### src/rtl/ham_pkg.sv
// Shared widths and FSM state encoding for the Hamming(7,4) decode front-end.
package ham_pkg;

  localparam int unsigned CODE_W = 7;
  localparam int unsigned DATA_W = 4;
  localparam int unsigned SYN_W  = 4;

  typedef enum logic [1:0] {
    IDLE   = 2'd0,
    DECODE = 2'd1,
    HOLD   = 2'd2
  } state_e;

endpackage

### src/rtl/ham_decoder.sv
// Combinational Hamming(7,4) single-error-correcting decoder.
// Bit i of r is codeword position i+1 (parity at positions 1, 2, 4).
module ham_decoder
  import ham_pkg::*;
(
  input  logic [CODE_W-1:0] r,
  output logic [DATA_W-1:0] c,
  output logic [SYN_W-1:0]  p
);

  logic [2:0]        s;
  logic [CODE_W-1:0] fixed;

  always_comb begin
    s[0]  = r[0] ^ r[2] ^ r[4] ^ r[6];
    s[1]  = r[1] ^ r[2] ^ r[5] ^ r[6];
    s[2]  = r[3] ^ r[4] ^ r[5] ^ r[6];
    fixed = r;
    // Nonzero syndrome names the 1-based position of the flipped bit.
    if (s != 3'd0) begin
      fixed[3'(s - 3'd1)] = ~r[3'(s - 3'd1)];
    end
    c = {fixed[6], fixed[5], fixed[4], fixed[2]};
    p = SYN_W'(s);
  end

endmodule

### src/rtl/ham_rr_arb.sv
// Combinational round-robin arbiter: first valid requester above ptr, with wrap.
module ham_rr_arb #(
  parameter  int unsigned N_REQ = 2,
  localparam int unsigned IDX_W = $clog2(N_REQ)
) (
  input  logic [N_REQ-1:0] req_valid_i,
  input  logic [IDX_W-1:0] ptr_i,
  output logic [N_REQ-1:0] gnt_o,
  output logic [IDX_W-1:0] gnt_idx_o
);

  logic              found;
  int unsigned       cand;
  logic [IDX_W-1:0]  cand_idx;

  always_comb begin
    gnt_o     = '0;
    gnt_idx_o = '0;
    found     = 1'b0;
    cand      = 0;
    cand_idx  = '0;
    for (int unsigned k = 1; k <= N_REQ; k++) begin
      cand     = (32'(ptr_i) + k) % N_REQ;
      cand_idx = IDX_W'(cand);
      if (!found && req_valid_i[cand_idx]) begin
        found           = 1'b1;
        gnt_o[cand_idx] = 1'b1;
        gnt_idx_o       = cand_idx;
      end
    end
  end

endmodule

### src/rtl/ham_decode_ctrl.sv
// Arbitrated valid/ready front-end sharing one ham_decoder among N_REQ requesters.
// Define HAM_CTRL_STATS_EN to build the saturating corrected-error counter.
module ham_decode_ctrl
  import ham_pkg::*;
#(
  parameter int unsigned N_REQ = 2,
  parameter int unsigned CNT_W = 8
) (
  input  logic                       clk,
  input  logic                       rst_n,
  input  logic [N_REQ-1:0]           req_valid,
  input  logic [CODE_W*N_REQ-1:0]    req_code,
  output logic [N_REQ-1:0]           req_ready,
  output logic                       out_valid,
  input  logic                       out_ready,
  output logic [$clog2(N_REQ)-1:0]   out_id,
  output logic [DATA_W-1:0]          out_data,
  output logic [SYN_W-1:0]           out_syn,
  output logic                       out_err,
  input  logic                       clr_cnt,
  output logic [CNT_W-1:0]           err_cnt
);

  localparam int unsigned IDX_W = $clog2(N_REQ);

  state_e              state_q, state_d;
  logic [CODE_W-1:0]   code_q, code_d;
  logic [IDX_W-1:0]    id_q, id_d;
  logic [IDX_W-1:0]    ptr_q, ptr_d;
  logic                out_valid_q, out_valid_d;
  logic [IDX_W-1:0]    out_id_q, out_id_d;
  logic [DATA_W-1:0]   out_data_q, out_data_d;
  logic [SYN_W-1:0]    out_syn_q, out_syn_d;
  logic                out_err_q, out_err_d;

  logic [N_REQ-1:0]    gnt;
  logic [IDX_W-1:0]    gnt_idx;
  logic                accept;
  logic [DATA_W-1:0]   dec_c;
  logic [SYN_W-1:0]    dec_p;
  logic [CODE_W-1:0]   codes [N_REQ];

  for (genvar i = 0; i < N_REQ; i++) begin : g_unpack
    assign codes[i] = req_code[i*CODE_W +: CODE_W];
  end

  ham_rr_arb #(.N_REQ(N_REQ)) u_arb (
    .req_valid_i (req_valid),
    .ptr_i       (ptr_q),
    .gnt_o       (gnt),
    .gnt_idx_o   (gnt_idx)
  );

  ham_decoder u_dec (
    .r (code_q),
    .c (dec_c),
    .p (dec_p)
  );

  // Only IDLE offers a grant, so at most one codeword is ever in flight.
  assign req_ready = (state_q == IDLE) ? gnt : '0;
  assign accept    = |(req_valid & req_ready);

  always_comb begin
    state_d     = state_q;
    code_d      = code_q;
    id_d        = id_q;
    ptr_d       = ptr_q;
    out_valid_d = out_valid_q;
    out_id_d    = out_id_q;
    out_data_d  = out_data_q;
    out_syn_d   = out_syn_q;
    out_err_d   = out_err_q;
    unique case (state_q)
      IDLE: begin
        if (accept) begin
          code_d  = codes[gnt_idx];
          id_d    = gnt_idx;
          state_d = DECODE;
        end
      end
      DECODE: begin
        out_data_d  = dec_c;
        out_syn_d   = dec_p;
        out_err_d   = |dec_p;
        out_id_d    = id_q;
        out_valid_d = 1'b1;
        state_d     = HOLD;
      end
      HOLD: begin
        if (out_ready) begin
          out_valid_d = 1'b0;
          ptr_d       = id_q;
          state_d     = IDLE;
        end
      end
      default: state_d = IDLE;
    endcase
  end

  // Reset pointer to the last index so requester 0 wins first.
  always_ff @(posedge clk or negedge rst_n) begin
    if (!rst_n) begin
      state_q     <= IDLE;
      code_q      <= '0;
      id_q        <= '0;
      ptr_q       <= IDX_W'(N_REQ - 1);
      out_valid_q <= 1'b0;
      out_id_q    <= '0;
      out_data_q  <= '0;
      out_syn_q   <= '0;
      out_err_q   <= 1'b0;
    end else begin
      state_q     <= state_d;
      code_q      <= code_d;
      id_q        <= id_d;
      ptr_q       <= ptr_d;
      out_valid_q <= out_valid_d;
      out_id_q    <= out_id_d;
      out_data_q  <= out_data_d;
      out_syn_q   <= out_syn_d;
      out_err_q   <= out_err_d;
    end
  end

  assign out_valid = out_valid_q;
  assign out_id    = out_id_q;
  assign out_data  = out_data_q;
  assign out_syn   = out_syn_q;
  assign out_err   = out_err_q;

`ifdef HAM_CTRL_STATS_EN
  logic [CNT_W-1:0] cnt_q, cnt_d;

  // Clear beats a coincident increment; count saturates at all-ones.
  always_comb begin
    cnt_d = cnt_q;
    if (clr_cnt) begin
      cnt_d = '0;
    end else if (out_valid_q && out_ready && out_err_q && (cnt_q != '1)) begin
      cnt_d = cnt_q + CNT_W'(1);
    end
  end

  always_ff @(posedge clk or negedge rst_n) begin
    if (!rst_n) begin
      cnt_q <= '0;
    end else begin
      cnt_q <= cnt_d;
    end
  end

  assign err_cnt = cnt_q;
`else
  logic stats_unused;
  assign stats_unused = clr_cnt;
  assign err_cnt      = '0;
`endif

endmodule

### config.mk
export PLATFORM = sky130hd
export DESIGN_NAME = ham_decode_ctrl
export DESIGN_NICKNAME = d
export VERILOG_FILES = /design/src/rtl/ham_pkg.sv /design/src/rtl/ham_decoder.sv /design/src/rtl/ham_rr_arb.sv /design/src/rtl/ham_decode_ctrl.sv
export SDC_FILE = /design/constraint.sdc
export NUM_CORES = 1
export LEC_CHECK = 0
export ABC_CLOCK_PERIOD_IN_PS = 2600
export CORE_UTILIZATION = 41
export CTS_CLUSTER_DIAMETER = 200
export DETAILED_ROUTE_END_ITERATION = 10
export PLACE_DENSITY = 0.82
export SLEW_MARGIN = 10
export SYNTH_ARGS = -nofsm -noshare
export SYNTH_HDL_FRONTEND = slang
export SYNTH_HIERARCHICAL = 1
export SYNTH_SLANG_ARGS = --single-unit
### constraint.sdc
create_clock -name clk -period 2.6 [get_ports clk]
set_input_delay 0.39 -clock clk [delete_from_list [all_inputs] [get_ports clk]]
set_output_delay 0.39 -clock clk [all_outputs]
set_load 0.01 [all_outputs]
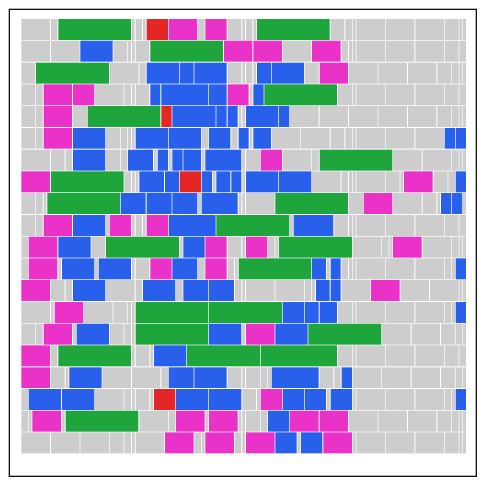
run_1/placement_by_type.png
(8 px per um) Fill, decap, tap and diode cells in grey.
Green stands for sequential cells, cells 22. Red stands for clock drivers and dummy loads, cells 4. Magenta stands for remaining buffers and delay cells, cells 42. Blue stands for combinational and other logic, cells 84.

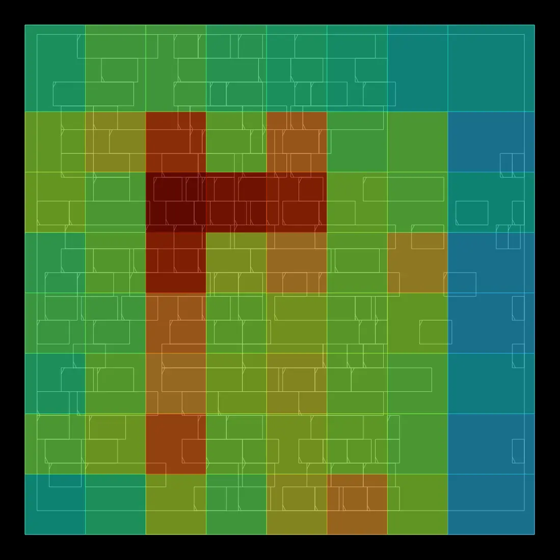
run_1/congestion.png
met3 usage: 3.13%
GRT Overall Usage: 16.7%

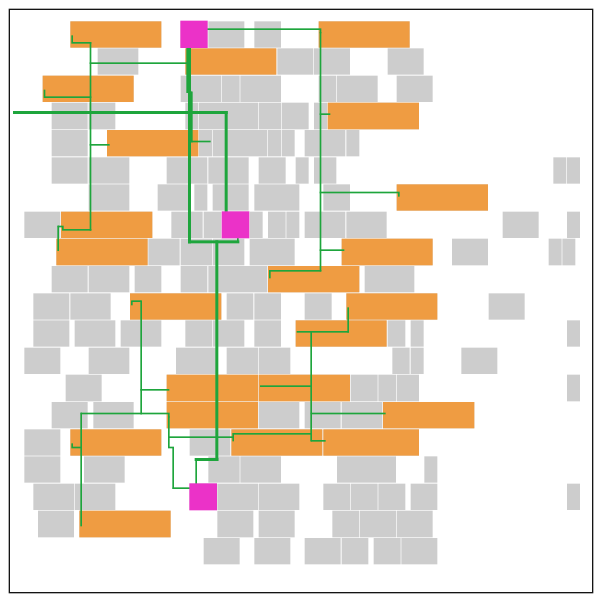
run_1/clk_routes.png
(10 px per um)
Orange stands for flip-flops, count 22. Green stands for clock wires, length 293 um. Magenta stands for clock drivers, count 3.
There are 4 routed clock nets.

==> impl_metrics.tcl, run 1 <==
# place-and-route summary
set metrics [dict create \
    status "finished, final reports clean" \
    io_pins 41 \
    coreArea_um2 3030 \
    cts.sinks 22 \
    wl_met1_um 970 \
    seq_area_frac_synth_pct 42.6 \
    syn-instance-count 111 \
    grt_overflow 0 \
    reg2reg_to "out_data[2]$_DFFE_PN0P_" \
    fp-row-count 20 \
    ant_nets 0 \
    yosys.cell_types.count 31 \
    dr.pass1.iters 4 \
    fin_crit_sh_pct 99.6 \
    yosys_cells 111 \
    finalNetCount 175 \
    cts_resized 0 \
    crit_type "reg2reg" \
    worstSetupStartpoint "code_q[4]$_DFFE_PN0P_" \
    cts_root_buffer "clkbuf_4" \
    worstSkewPairLatency_ns 0.32 \
    setup_violations 0 \
    mi_logic_area_um2 673 \
    ys_area_um2 1290 \
    flop_area_um2 552 \
    routed.top_layer "met4" \
    yosysTopAreaCell "dfrtp_1" \
    critPathCaptureType "flip-flop" \
    clock.fmax_mhz 386 \
    synth_warnings 6 \
    skew_ns 0.00798 \
    maxSlewViolCount 0 \
    area_growth_pct 32.7 \
    hold_viol_final 0 \
    grt_pass1_wl_um 4270 \
    grt_max_degree 23 \
    worstPathRequired_ns 2.83 \
    die_y_um 58.2 \
    cts_max_level 1 \
    r2r_cells 9 \
    postCtsHoldBufs 0 \
    maxCapViolCount 0 \
    die_area_um2 3390 \
    clk_pin_slew_ns 0.12 \
    synth_flops 22 \
    wl_met3_um 110 \
    synth_area_per_cell_um2 11.7 \
    fin_util_pct 56.7 \
    cts_setup_buffers 0 \
    die_w_um 58.2 \
    startpoint_type "flip-flop" \
    cts_buffers 3 \
    top_area_share_pct 40.6 \
    syn_area_um2 1290 \
    wl_met2_um 1270 \
    fin_crit_ns 2.59 \
    warnings 28 \
    arrival_ns 2.81 \
    cts_buffer_depth 2 \
    gp_congestion 0.781 \
    area_leaders "dfrtp_1, mux2_2, xnor2_1, buf_4, dfstp_2" \
    initCoreUtil_pct 42.8 \
    crit_path_max_fanout 4 \
    antenna_found_initial 0 \
    drc 0 \
    portBuffers 31 \
    drive_gt1_share_pct 31.6 \
    rsz0062_at_grt "yes" \
    wirelength_um 2410 \
    fin_tns_setup_ns 0 \
    cts_tree "built" \
    cp-endpoint "out_data[2]$_DFFE_PN0P_" \
    hp-class "in2async" \
    fillers 260 \
]
run 1: layout by cell type, fill, tap and decap left out, types with 2 or more instances in the layout:
| cell type | netlist | routed |
|---|---|---|
| nor3b_1 | 2 | 2 |
| ha_1 | 2 | 2 |
| xnor2_1 | 8 | 8 |
| nand2_1 | 4 | 4 |
| mux2_2 | 27 | 27 |
| o21ai_0 | 3 | 2 |
| clkbuf_4 | 0 | 3 |
| dfrtp_1 | 21 | 21 |
| a21boi_0 | 2 | 2 |
| nor2_1 | 3 | 3 |
| clkdlybuf4s50_1 | 0 | 31 |
| or3_1 | 2 | 2 |
| conb_1 | 2 | 9 |
| buf_4 | 9 | 11 |
| inv_1 | 5 | 4 |
| a21oi_1 | 3 | 3 |
run 1: synth_stat cells:
cell,number
buf_4,9
nand2_1,4
nor3_4,1
a41oi_2,1
a22oi_1,1
or3_1,2
dfrtp_1,21
dfstp_2,1
nand3b_1,1
mux2_2,27
xnor2_2,1
clkbuf_1,1
nor2_1,3
nand2b_4,1
xnor2_1,8
a21oi_1,3
ha_1,2
xor2_1,1
a21boi_1,1
or4_1,1
o31ai_1,1
nor3_1,1
inv_1,5
a21boi_0,2
mux2_1,1
o21ai_0,3
nor3b_1,2
nor4_1,1
buf_2,2
nand2b_1,1
conb_1,2
run 1: routing by layer:
| metal | track usage, % | up-vias |
|---|---|---|
| met5 | 0 | - |
| met2 | 30.0 | 33 |
| li1 | - | 453 |
| met3 | 3.13 | 6 |
| met4 | 7.82 | 0 |
| met1 | 18.9 | 468 |
run 1: sequential cells by signal, indices dropped and copies added (netlist names):
| name | flops |
|---|---|
| code_q | 7 |
| id_q | 1 |
| out_data | 4 |
| out_err | 1 |
| out_id | 1 |
| out_syn | 4 |
| out_valid | 1 |
| ptr_q | 1 |
| state_q | 2 |
run 1: critical path: stages (launching register included):
cell and delay, ns:
dfrtp_1 0.40, xor2_1 0.17, xnor2_1 0.14, ha_1 0.34
inv_2 0.10, nor2_1 0.05, ha_1 0.33, or3_1 0.40
mux2_4 0.31, mux2_2 0.26
run 1: logic make-up after synthesis:
group	share of synthesized area, %
compound gates	6.47
xor+xnor	7.34
fa+ha+maj	1.93
buf+inv	7.73
flops	42.6
mux	24.3
other cells	0.580
simple gates	8.99
run 1: metrics by stage:
step / area, um2 / setup slack (ns) / hold slack [ns] / cells
detailed placement: 1650 / 0.0567 / 0.481 / 187
finish: 1720 / 0.0116 / 0.387 / 196
global route: 1720 / -0.0404 / 0.410 / 196
global placement: 1650 / 0.109 / 0.471 / 187
floorplan: 1320 / 0.0749 / 0.0944 / 118
CTS: 1680 / 0.0437 / 0.389 / 191
run 1: layout make-up:
type | instances | area share [%]
multi-input combinational | 79 | 39.2
inverter | 5 | 1.09
sequential | 22 | 32.1
clock buffer | 4 | 1.53
timing repair buffer | 42 | 22.9
tap | 44 | 3.20
run_1/flops_by_reg.png
(8 px per um)
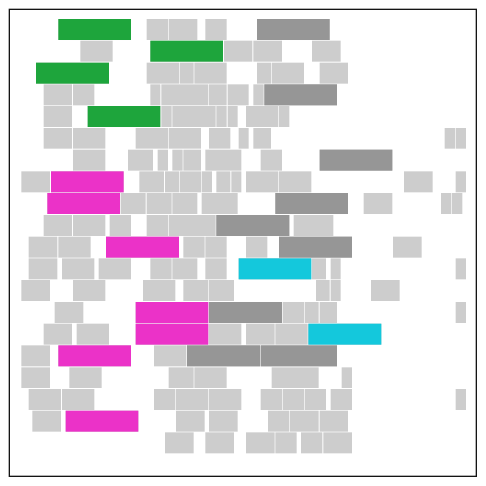

==> run 2, diff against run 1 <==
Settings changed: GPL_TIMING_DRIVEN from default to 0.
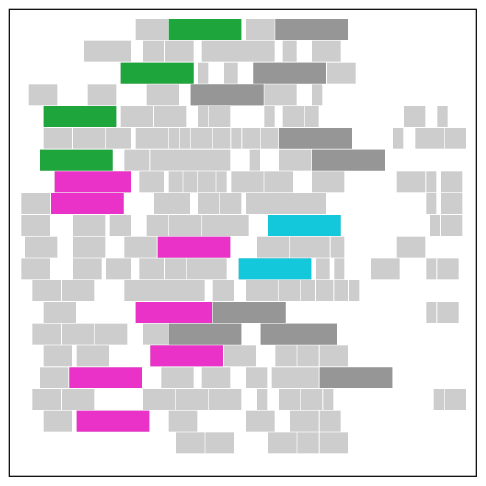
run_2/flops_by_reg.png
(8 px per um)
Green stands for out_data, placed flops 4, where north-west. Cyan stands for state_q, placed flops 2. Magenta stands for code_q, placed flops 7.
Another 9 sequential cells are not coloured.

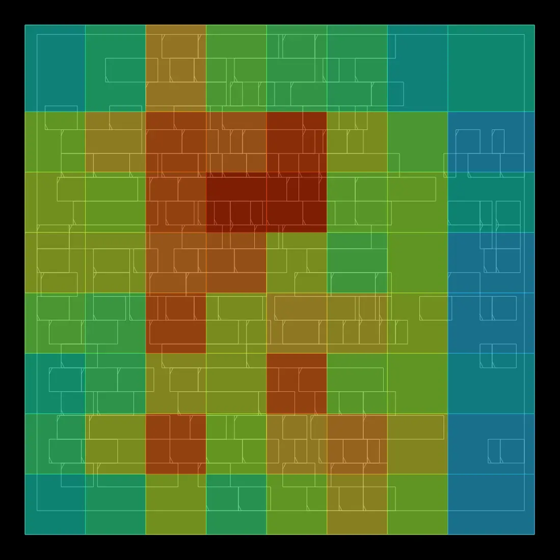
run_2/congestion.png
Finished Core Util: 60.6%
met2 global-route usage: 29.7%

==> impl_metrics.tcl, run 2 <==
# place-and-route summary
set metrics [dict create \
    maxSlewViolCount 0 \
    cpMaxStageDelayCell "dfrtp_1" \
    die_y_um 58.2 \
    finalNetCount 181 \
    die_area_um2 3390 \
    crit_type "reg2reg" \
    worstSetupStartpoint "code_q[6]$_DFFE_PN0P_" \
    area_leaders "dfrtp_1, mux2_2, xnor2_1, buf_4, dfstp_2" \
    status "finished, final reports clean" \
    cp-endpoint "out_data[2]$_DFFE_PN0P_" \
    area_growth_pct 41.6 \
    drive_gt1_share_pct 38.0 \
    fp-row-count 20 \
    synth_flops 22 \
    clock.fmax_mhz 395 \
    crit_top_cell "xnor2_4" \
    async_flop_share_pct 100 \
    synth_warnings 6 \
    yosys_cells 111 \
    largest_register_ffs 7 \
    top_cells_by_count "mux2_2, dfrtp_1, buf_4, xnor2_1, inv_1" \
    seq_area_frac_synth_pct 42.6 \
    drc 0 \
    fillers 253 \
    synthTopLogicFamily "multiplexers" \
    maxCapViolCount 0 \
    wirelength_um 2550 \
    r2r_cells 8 \
    grt_use_total_pct 16.3 \
    syn-instance-count 111 \
    grtUsageMet3_pct 3.13 \
    antenna_found_initial 0 \
    initCoreUtil_pct 42.8 \
    synth-adder-area-share_pct 1.93 \
    setup_violations 0 \
    grt_pass1_wl_um 4130 \
    edf_count 0 \
    worst_slack_ns 0.0677 \
    arrival_ns 2.75 \
    portBuffers 31 \
    cts_buffers 3 \
    path_cells "xnor2_4 -> xnor2_4 -> inv_1 -> nor2_2 -> ha_4 -> or3_1 -> mux2_1 -> mux2_2" \
    ant_nets 0 \
    grtUsageMet1_pct 17.9 \
    final_cell_mix "clkdlybuf4s50_1, mux2_2, dfrtp_1, buf_4, conb_1" \
    warnings 27 \
    fin_crit_sh_pct 97.4 \
]
run 2: cell counts after synthesis:
No cell type changed its count.
run 2: cells by family after synthesis:
family | after synthesis
multiplexers | 28
flip-flops | 22
AND/OR/NAND/NOR | 18
buffers and inverters | 17
AND-OR/OR-AND | 12
XOR/XNOR | 10
adder cells (fa/ha/maj) | 2
other | 2
run 2: what timing repair did:
action,CTS,global route
endpoints found under the setup margin,2,2
buffers inserted,3,2
resized,4,8
pin swaps,1,2
hold endpoints to repair,0,0
gates cloned,0,0
run 2: worst min path at each step:
stage                           start                      to
6_report          out_err$_DFFE_PN0P_     out_err$_DFFE_PN0P_
5_1_grt        out_syn[3]$_DFFE_PN0P_  out_syn[3]$_DFFE_PN0P_
4_1_cts           out_err$_DFFE_PN0P_     out_err$_DFFE_PN0P_
3_5_place_dp      out_err$_DFFE_PN0P_     out_err$_DFFE_PN0P_
3_3_place_gp      out_err$_DFFE_PN0P_     out_err$_DFFE_PN0P_
2_1_floorplan                   rst_n   code_q[0]$_DFFE_PN0P_
run 2: critical path: cells and delay by family, from the launching register on:
| kind | cells | cell delay [ns] |
|---|---|---|
| flip-flops | 1 | 0.52 |
| adder cells (fa/ha/maj) | 1 | 0.22 |
| XOR/XNOR | 2 | 0.50 |
| multiplexers | 2 | 0.59 |
| AND/OR/NAND/NOR | 2 | 0.49 |
| buffers and inverters | 1 | 0.11 |
run 2: through the flow:
stage / cells / TNS [ns] / hold slack (ns) / util [%]
2_1_floorplan: 118 / 0 / 0.0944 / -
3_3_place_gp: 193 / -0.0504 / 0.471 / 55.7
3_5_place_dp: 193 / -0.236 / 0.487 / 55.7
4_1_cts: 200 / 0 / 0.515 / 58.0
5_1_grt: 202 / -0.0103 / 0.548 / 60.6
6_report: 202 / 0 / 0.503 / 60.6
run 2: layout make-up:
cell class,instances,area (um2),share of cell area (%)
Sequential cell,22,554,30.2
Tap cell,44,55.1,3.00
Timing Repair Buffer,36,348,19.0
Clock buffer,4,36.3,1.98
Inverter,5,18.8,1.02
Multi-Input combinational cell,79,741,40.4
Buffer,12,81.3,4.43
run 2: per-layer routing:
layer,part of all wire [%],up-vias
met4,2.0,0
li1,-,461
met1,40,446
met2,54,29
met5,0,-
met3,4.2,5
==> run 3, diff against run 2 <==
Settings changed: CTS_CLUSTER_SIZE from default to 20, PLACE_DENSITY 0.82 to 0.79.
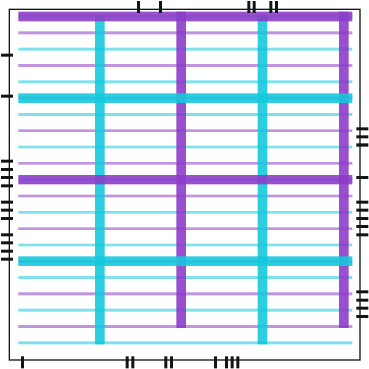
run_3/power_grid.png
(6 px per um) Pins as bars on the die edge.
Purple stands for VDD. Cyan stands for VSS.
41 signal pins sit on the boundary. 4 straps on met4. 4 straps on met5.
core area: 3030 um2
die width: 58.2 um

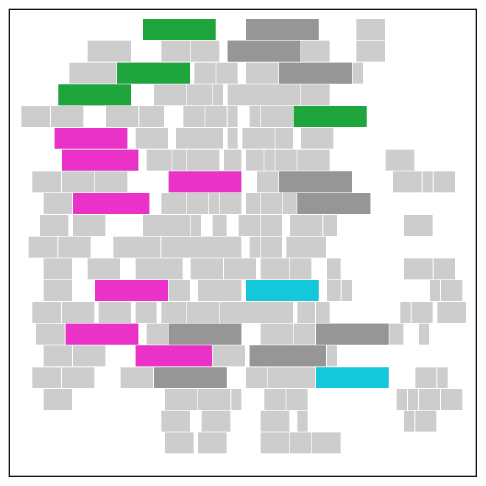
run_3/flops_by_reg.png
(8 px per um)
Green stands for out_data, placed flops 4. Magenta stands for code_q, placed flops 7. Cyan stands for state_q, placed flops 2.
Another 9 sequential cells are not coloured.

==> impl_metrics.tcl, run 3 <==
# place-and-route summary
set metrics [dict create \
    status "finished, final reports clean" \
    cp_num_buf_inv 2 \
    clock.fmax_mhz 386 \
    area_leaders "dfrtp_1, mux2_2, xnor2_1, buf_4, dfstp_2" \
    cts_root_buffer "clkbuf_4" \
    die_area_um2 3390 \
    fin_crit_ns 2.59 \
    cts_buffers 3 \
    place_inst 193 \
    skew_ns 0.00729 \
    most_common_cell "mux2_2" \
    fin_crit_sh_pct 99.5 \
    grt_max_degree 23 \
    crit_family "multiplexers" \
    worst_slack_ns 0.0127 \
    worstSkewPairLatency_ns 0.31 \
    postCtsHoldBufs 0 \
    warnings 27 \
    crit_type "reg2reg" \
    startpoint_type "flip-flop" \
    top_cells_by_count "mux2_2, dfrtp_1, buf_4, xnor2_1, inv_1" \
    initCoreUtil_pct 42.8 \
    critPathCaptureType "flip-flop" \
    yosysTopAreaCell "dfrtp_1" \
    arrival_ns 2.79 \
    grt_use_total_pct 15.9 \
    dr.pass1.iters 4 \
    syn-instance-count 111 \
    grt_overflow 0 \
    preCtsSetupSlack_ns -0.118 \
    crit_path_max_fanout 4 \
    max_stage_delay_ns 0.45 \
    edf_count 0 \
    fin_util_pct 61.6 \
    largest_register_ffs 7 \
    worstPathRequired_ns 2.80 \
    portBuffers 31 \
    async_flop_share_pct 100 \
    cts_max_level 1 \
    cts_buffer_depth 2 \
    yosys.cell_types.count 31 \
    maxCapViolCount 0 \
    syn_area_um2 1290 \
    clk_pin_slew_ns 0.11 \
    ys.flop_type "dfrtp_1" \
    seq_area_frac_synth_pct 42.6 \
    maxSlewViolCount 0 \
    cpMaxStageDelayCell "dfrtp_2" \
    hold_viol_final 0 \
    gp_congestion 0.731 \
    drc 0 \
    finalNetCount 184 \
    top_area_share_pct 40.6 \
    wirelength_um 2790 \
    fin_cells 205 \
    io_pins 41 \
    synth_area_per_cell_um2 11.7 \
    path_cells "buf_4 -> xnor2_2 -> xnor2_2 -> inv_1 -> nor2_4 -> ha_4 -> or3_4 -> mux2_4 -> mux2_4" \
    cts.sinks 22 \
    cts_tree "built" \
    area_growth_pct 44.1 \
    grt_pass1_wl_um 4020 \
    fp-row-count 20 \
]
==> run 3: final timing paths <==
kind	start	end	slack [ns]	depth (start not counted)
max in group asynchronous	rst_n	code_q[2]$_DFFE_PN0P_	1.31	1
worst max-delay path	code_q[2]$_DFFE_PN0P_	out_data[2]$_DFFE_PN0P_	0.01	9
min in group asynchronous	rst_n	code_q[5]$_DFFE_PN0P_	0.61	1
worst min register to register	out_syn[0]$_DFFE_PN0P_	out_syn[0]$_DFFE_PN0P_	0.52	1
worst min-delay path	out_syn[0]$_DFFE_PN0P_	out_syn[0]$_DFFE_PN0P_	0.52	1
worst max register to register	code_q[2]$_DFFE_PN0P_	out_data[2]$_DFFE_PN0P_	0.01	9
==> run 3: area by class of cell <==
class,count,area (um2)
fill,244,1160
multi-input combinational,79,756
sequential,22,556
timing repair buffer,39,370
buffer,12,81.3
tap,44,55.1
clock buffer,4,26.3
inverter,5,21.3
==> run 3: timing repair <==
action / in CTS / in global routing
buffers inserted: 3 / 5
endpoints found under the setup margin: 2 / 2
gates cloned: 0 / 0
endpoints found under the hold margin: 0 / 0
gates resized: 3 / 14
pin swaps: 1 / 6
==> run 3: cell families (layout without fill, tap and decap cells) <==
logic type	count (synthesis)	in the layout	synth area share [%]
multiplexers	28	28	24.3
flip-flops	22	22	42.6
AND/OR/NAND/NOR	18	18	8.99
buffers and inverters	17	60	7.73
AND-OR/OR-AND	12	12	6.47
XOR/XNOR	10	10	7.34
adder cells (fa/ha/maj)	2	2	1.93
other	2	9	0.580
==> run 3: metal layers <==
layer  routed length (um)  track usage (%)  part of all wire, %  vias up
met2                 1530             30.5                   55       39
met5                    0                0                    0        -
met3                  127             2.68                  4.6        9
met1                 1070             16.6                   38      478
li1                     -                -                    -      466
met4                   61             7.48                  2.2        0
==> run 3: worst register-to-register path, stage by stage (launching register included) <==
cell     delay, ns
dfrtp_2       0.45
buf_4         0.17
xnor2_2       0.16
xnor2_2       0.27
inv_1         0.14
nor2_4        0.12
ha_4          0.22
or3_4         0.38
mux2_4        0.31
mux2_4        0.27
==> run 3: per-stage QoR <==
stage / hold slack, ns / cell area [um2] / setup TNS [ns]
finish: 0.521 / 1870 / 0
global route: 0.548 / 1870 / -0.0423
CTS: 0.502 / 1750 / 0
detailed placement: 0.475 / 1690 / -0.167
global placement: 0.470 / 1690 / -0.0554
floorplan: 0.0944 / 1320 / 0
